### Zoomed window

The bar under the picture is 10 µm long. Window x 204 to 244, y 115 to 155 µm. Cells in grey, sequential cells in the stronger grey; small squares are vias.
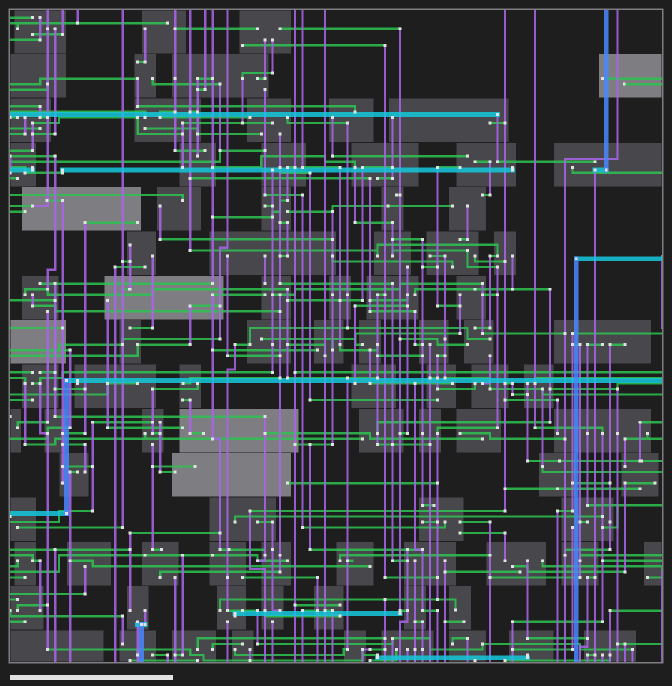
### The metal 1 layer

The bar under the picture is 100 µm long. Supply wires on this layer in grey.
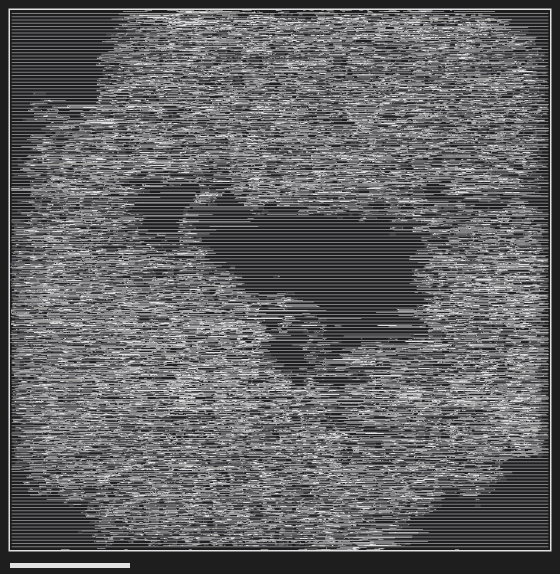
--- src/rtl/burst_pkg.sv ---
`default_nettype none
// ============================================================================
//  Module   : burst_pkg
//  Purpose  : Shared types for the burst sequencer: FSM states and command.
//  Revision : 1.0 - initial release
// ============================================================================
package burst_pkg;

    localparam int c_tw = 64;
    localparam int c_iw = 32;
    localparam int c_fw = 48;
    localparam int c_rw = 32;
    localparam int c_nw = 16;

    typedef enum logic [2:0] {
        IDLE   = 3'd0,
        WAIT_T = 3'd1,
        LOAD   = 3'd2,
        BLANK1 = 3'd3,
        TX     = 3'd4,
        BLANK2 = 3'd5,
        RX     = 3'd6,
        END    = 3'd7
    } state_t;

    typedef struct packed {
        logic [c_fw-1:0] freq;
        logic [c_fw-1:0] dfreq;
        logic [c_rw-1:0] rate;
        logic [c_tw-1:0] tstart;
        logic [c_nw-1:0] n;
        logic            coh;
        logic [c_iw-1:0] tb1;
        logic [c_iw-1:0] ti;
        logic [c_iw-1:0] tb2;
        logic [c_iw-1:0] tp;
    } cmd_t;

    localparam int c_cmd_w = $bits(cmd_t);

endpackage
`default_nettype wire

--- src/rtl/cmd_fifo.sv ---
`default_nettype none
// ============================================================================
//  Module   : cmd_fifo
//  Purpose  : Show-ahead command FIFO with registered head and level.
//  Revision : 1.0 - initial release
// ============================================================================
module cmd_fifo #(
    parameter int DEPTH = 4,
    parameter int WIDTH = 8
) (
    input  logic                     CLK,
    input  logic                     RESET,
    input  logic                     i_clr,
    input  logic                     i_push,
    input  logic                     i_pop,
    input  logic [WIDTH-1:0]         i_din,
    output logic [WIDTH-1:0]         o_head,
    output logic [$clog2(DEPTH):0]   o_level
);

    localparam int c_aw = $clog2(DEPTH);
    localparam int c_lw = c_aw + 1;
    localparam logic [c_lw-1:0] c_full = c_lw'(DEPTH);

    logic [WIDTH-1:0] r_mem [DEPTH];
    logic [c_aw-1:0]  r_rd;
    logic [c_aw-1:0]  r_wr;
    logic [c_lw-1:0]  r_level;
    logic [WIDTH-1:0] r_head;
    logic [c_aw-1:0]  w_rd_inc;
    logic             w_pop;
    logic             w_push;

    assign w_rd_inc = r_rd + c_aw'(1);
    assign w_pop    = i_pop & (r_level != '0);
    // A pop frees a slot in the same cycle, so a full queue can still accept.
    assign w_push   = i_push & ((r_level != c_full) | w_pop);

    always_ff @(posedge CLK) begin
        if (w_push && !i_clr) begin
            r_mem[r_wr] <= i_din;
        end
    end

    always_ff @(posedge CLK) begin
        if (RESET || i_clr) begin
            r_rd    <= '0;
            r_wr    <= '0;
            r_level <= '0;
            r_head  <= '0;
        end else begin
            if (w_push) begin
                r_wr <= r_wr + c_aw'(1);
            end
            if (w_pop) begin
                r_rd <= w_rd_inc;
            end
            r_level <= r_level + c_lw'(w_push) - c_lw'(w_pop);
            // The head tracks whatever entry becomes oldest after this edge.
            if (w_push && (r_level == '0 || (w_pop && r_level == c_lw'(1)))) begin
                r_head <= i_din;
            end else if (w_pop && r_level != c_lw'(1)) begin
                r_head <= r_mem[w_rd_inc];
            end
        end
    end

    assign o_head  = r_head;
    assign o_level = r_level;

endmodule
`default_nettype wire

--- src/rtl/burst_sequencer.sv ---
`default_nettype none
// ============================================================================
//  Module   : burst_sequencer
//  Purpose  : Time-triggered radar burst sequencer with DDS handshake.
//  Revision : 1.0 - initial release
// ============================================================================
module burst_sequencer
    import burst_pkg::*;
#(
    parameter int TW    = c_tw,
    parameter int IW    = c_iw,
    parameter int FW    = c_fw,
    parameter int RW    = c_rw,
    parameter int NW    = c_nw,
    parameter int DEPTH = 4
) (
    input  logic                   CLK,
    input  logic                   RESET,
    input  logic [TW-1:0]          SYS_TIME,
    input  logic                   SYS_TIME_UPDATE,
    input  logic                   T1HZ,
    input  logic                   CMD_VALID,
    output logic                   CMD_READY,
    input  logic [FW-1:0]          CMD_FREQ,
    input  logic [FW-1:0]          CMD_DFREQ,
    input  logic [RW-1:0]          CMD_RATE,
    input  logic [TW-1:0]          CMD_TSTART,
    input  logic [NW-1:0]          CMD_N,
    input  logic                   CMD_COH,
    input  logic [IW-1:0]          CMD_TB1,
    input  logic [IW-1:0]          CMD_TI,
    input  logic [IW-1:0]          CMD_TB2,
    input  logic [IW-1:0]          CMD_TP,
    input  logic                   ABORT,
    output logic [FW-1:0]          DDS_FREQ,
    output logic [FW-1:0]          DDS_DFREQ,
    output logic [RW-1:0]          DDS_RATE,
    output logic                   DDS_REQ,
    input  logic                   DDS_ACK,
    output logic                   DDS_START,
    output logic                   EN_IZ,
    output logic                   EN_PR,
    output logic [TW-1:0]          TIME,
    output logic                   TIME_SYNCED,
    output logic                   CMD_DONE,
    output logic                   CMD_LATE,
    output logic                   CMD_ERR,
    output logic [$clog2(DEPTH):0] Q_LEVEL
);

    localparam int c_lw = $clog2(DEPTH) + 1;
    localparam logic [c_lw-1:0] c_depth = c_lw'(DEPTH);

    state_t          r_state, w_next;
    cmd_t            w_cmd_in, w_head;
    logic [c_lw-1:0] w_level;
    logic            w_empty, w_pop, w_start, w_late_cmp, w_first;
    logic            w_err, w_late, w_done;
    logic [2:0]      r_t1hz_sync;
    logic            r_upd_d, w_t1hz_edge;
    logic [TW-1:0]   r_time;
    logic            r_synced;
    logic            r_wait_prev, r_ack_seen;
    logic [IW-1:0]   r_cnt, w_next_ival;
    logic [NW-1:0]   r_remain;
    logic            r_coh;
    logic [IW-1:0]   r_tb1, r_ti, r_tb2, r_tp;
    logic [FW-1:0]   r_freq, r_dfreq, r_dds_freq, r_dds_dfreq;
    logic [RW-1:0]   r_rate, r_dds_rate;
    logic            r_dds_req, r_dds_start, r_en_iz, r_en_pr;

    always_comb begin
        w_cmd_in = '{freq: CMD_FREQ, dfreq: CMD_DFREQ, rate: CMD_RATE,
                     tstart: CMD_TSTART, n: CMD_N, coh: CMD_COH,
                     tb1: CMD_TB1, ti: CMD_TI, tb2: CMD_TB2, tp: CMD_TP};
    end

    cmd_fifo #(.DEPTH(DEPTH), .WIDTH(c_cmd_w)) u_cmd_fifo (
        .CLK     (CLK),
        .RESET   (RESET),
        .i_clr   (ABORT),
        .i_push  (CMD_VALID & CMD_READY),
        .i_pop   (w_pop),
        .i_din   (w_cmd_in),
        .o_head  (w_head),
        .o_level (w_level)
    );

    assign w_empty     = (w_level == '0);
    assign w_t1hz_edge = r_t1hz_sync[1] & ~r_t1hz_sync[2];

    always_ff @(posedge CLK) begin
        if (RESET) begin
            r_t1hz_sync <= '0;
            r_upd_d     <= 1'b0;
            r_time      <= '0;
            r_synced    <= 1'b0;
        end else begin
            r_t1hz_sync <= {r_t1hz_sync[1:0], T1HZ};
            r_upd_d     <= SYS_TIME_UPDATE;
            if (w_t1hz_edge && SYS_TIME_UPDATE) begin
                r_time   <= SYS_TIME;
                r_synced <= 1'b1;
            end else begin
                r_time <= r_time + TW'(1);
                if (SYS_TIME_UPDATE && !r_upd_d) begin
                    r_synced <= 1'b0;
                end
            end
        end
    end

    // Lateness is judged only on the first WAIT_T cycle; afterwards wait for equality.
    assign w_first    = (r_state == WAIT_T) && !r_wait_prev;
    assign w_late_cmp = w_first && (r_time > w_head.tstart);
    assign w_start    = (r_time == w_head.tstart) || w_late_cmp;

    always_ff @(posedge CLK) begin
        if (RESET) begin
            r_state <= IDLE;
        end else begin
            r_state <= w_next;
        end
    end

    always_comb begin
        w_next = r_state;
        case (r_state)
            IDLE:    if (!w_empty && w_head.n != '0) w_next = WAIT_T;
            WAIT_T:  if (w_start) w_next = LOAD;
            LOAD:    if (r_ack_seen && !DDS_ACK) w_next = BLANK1;
            BLANK1:  if (r_cnt == '0) w_next = TX;
            TX:      if (r_cnt == '0) w_next = BLANK2;
            BLANK2:  if (r_cnt == '0) w_next = RX;
            RX:      if (r_cnt == '0) w_next = END;
            END:     w_next = (r_remain == NW'(1)) ? IDLE : (r_coh ? BLANK1 : LOAD);
            default: w_next = IDLE;
        endcase
        if (ABORT) begin
            w_next = IDLE;
        end
    end

    always_comb begin
        w_pop  = 1'b0;
        w_err  = 1'b0;
        w_late = 1'b0;
        w_done = 1'b0;
        if (!ABORT) begin
            w_err  = (r_state == IDLE) && !w_empty && (w_head.n == '0);
            w_late = w_late_cmp;
            w_pop  = w_err || ((r_state == WAIT_T) && w_start);
            w_done = (r_state == END) && (r_remain == NW'(1));
        end
    end

    always_comb begin
        case (w_next)
            BLANK1:  w_next_ival = r_tb1;
            TX:      w_next_ival = r_ti;
            BLANK2:  w_next_ival = r_tb2;
            RX:      w_next_ival = r_tp;
            default: w_next_ival = '0;
        endcase
    end

    always_ff @(posedge CLK) begin
        if (RESET) begin
            r_wait_prev <= 1'b0;
            r_ack_seen  <= 1'b0;
            r_cnt       <= '0;
            r_remain    <= '0;
            r_coh       <= 1'b0;
            r_tb1       <= '0;
            r_ti        <= '0;
            r_tb2       <= '0;
            r_tp        <= '0;
            r_freq      <= '0;
            r_dfreq     <= '0;
            r_rate      <= '0;
            r_dds_freq  <= '1;
            r_dds_dfreq <= '1;
            r_dds_rate  <= '1;
            r_dds_req   <= 1'b0;
            r_dds_start <= 1'b0;
            r_en_iz     <= 1'b0;
            r_en_pr     <= 1'b0;
        end else begin
            r_wait_prev <= (r_state == WAIT_T);
            r_en_iz     <= (w_next == TX);
            r_en_pr     <= (w_next == RX);

            if (r_state == WAIT_T && w_next == LOAD) begin
                r_remain <= w_head.n;
                r_coh    <= w_head.coh;
                r_tb1    <= w_head.tb1;
                r_ti     <= w_head.ti;
                r_tb2    <= w_head.tb2;
                r_tp     <= w_head.tp;
                r_freq   <= w_head.freq;
                r_dfreq  <= w_head.dfreq;
                r_rate   <= w_head.rate;
            end else if (r_state == END) begin
                r_remain <= r_remain - NW'(1);
            end

            if (w_next != r_state) begin
                r_cnt <= w_next_ival;
            end else if (r_cnt != '0) begin
                r_cnt <= r_cnt - IW'(1);
            end

            // Four-phase request: raise on LOAD entry, drop on ACK, leave once ACK falls.
            if (w_next != LOAD) begin
                r_dds_req <= 1'b0;
            end else if (r_state != LOAD) begin
                r_dds_req   <= 1'b1;
                r_ack_seen  <= 1'b0;
                r_dds_freq  <= (r_state == WAIT_T) ? w_head.freq  : r_freq;
                r_dds_dfreq <= (r_state == WAIT_T) ? w_head.dfreq : r_dfreq;
                r_dds_rate  <= (r_state == WAIT_T) ? w_head.rate  : r_rate;
            end else if (!r_ack_seen && DDS_ACK) begin
                r_dds_req  <= 1'b0;
                r_ack_seen <= 1'b1;
            end

            if (w_next == TX && r_state != TX) begin
                r_dds_start <= 1'b1;
            end else if (w_next == IDLE) begin
                r_dds_start <= 1'b0;
            end else if (w_next == BLANK2 && r_state != BLANK2 &&
                         (!r_coh || r_remain == NW'(1))) begin
                r_dds_start <= 1'b0;
            end
        end
    end

    assign CMD_READY   = (w_level < c_depth);
    assign Q_LEVEL     = w_level;
    assign TIME        = r_time;
    assign TIME_SYNCED = r_synced;
    assign DDS_FREQ    = r_dds_freq;
    assign DDS_DFREQ   = r_dds_dfreq;
    assign DDS_RATE    = r_dds_rate;
    assign DDS_REQ     = r_dds_req;
    assign DDS_START   = r_dds_start;
    assign EN_IZ       = r_en_iz;
    assign EN_PR       = r_en_pr;
    assign CMD_DONE    = w_done;
    assign CMD_LATE    = w_late;
    assign CMD_ERR     = w_err;

endmodule
`default_nettype wire

--- config.mk ---
export PLATFORM = sky130hd
export DESIGN_NAME = burst_sequencer
export DESIGN_NICKNAME = d
export VERILOG_FILES = /design/src/rtl/burst_pkg.sv /design/src/rtl/cmd_fifo.sv /design/src/rtl/burst_sequencer.sv
export SDC_FILE = /design/constraint.sdc
export NUM_CORES = 2
export LEC_CHECK = 0
export CELL_PAD_IN_SITES_DETAIL_PLACEMENT = 1
export CELL_PAD_IN_SITES_GLOBAL_PLACEMENT = 2
export CORE_UTILIZATION = 43
export CTS_BUF_LIST = sky130_fd_sc_hd__clkbuf_8
export CTS_CLUSTER_SIZE = 16
export DETAILED_ROUTE_END_ITERATION = 8
export HOLD_SLACK_MARGIN = 0.08
export PLACE_DENSITY = 0.9
export SLEW_MARGIN = 10
export SYNTH_ARGS = -nofsm -noshare
export SYNTH_HDL_FRONTEND = slang
export SYNTH_SLANG_ARGS = --single-unit
--- constraint.sdc ---
create_clock -name CLK -period 13.7 [get_ports CLK]
set_input_delay 2.055 -clock CLK [delete_from_list [all_inputs] [get_ports CLK]]
set_output_delay 2.055 -clock CLK [all_outputs]
set_load 0.03 [all_outputs]
==> GITHUB_STEP_SUMMARY <==
## PnR job results

| Metric | Value |
|---|---|
| Status | `complete, no violations` |
| Die X | `449 µm` |
| Pleak | `0.0345 µW` |
| Nets | `7374` |
| CP endpoint | `u_cmd_fifo.o_head[242]` |
| Inverters, non-clock | `90` |
| Post-CTS sizing | `0` |
| Iter 0 DRT Violations | `4493` |
| Clock Skew | `79.3 ps` |
| Reg2Reg Capture Point | `u_cmd_fifo.o_head[242]` |
| Clock Tree Root | `clkbuf_8` |
| CORE AREA | `198000 µm²` |
| Reg2reg start | `TIME[49]` |
| DR WL met2 | `129000 µm` |
| Top cell excl fill/tap | `edfxtp_1` |
| RSZ-0062 raised after global routing | `false` |
| Slowest CP cell | `o41ai_1` |
| Top class by area | `flip-flops and latches` |
| GRT overflow | `0` |
| Post-synth cell types | `67` |
| 1st-pass router iterations | `7` |
| Switching Share | `25.0%` |
| Register area share after synthesis | `67.1%` |
| Setup TNS | `0 ps` |
## Picture notes: 'Zoomed window'
M3 -> cyan
M1 -> green
M4 -> blue
M2 -> purple
sequential cells in the window = 5
most frequent = nand2_1 (8), buf_4 (8), nor2_1 (7)
cells with their middle in the window = 88
netlist names of flops here include = r_state (2), r_tb1 (2)

## Picture notes: 'The metal 1 layer'
share of all routed wire = 41%
main direction = horizontal
wirelength, routed: 264000 µm
M1 GR Usage: 32.3%
vias: 57.0k

Power is estimated from default activity; no workload was simulated.
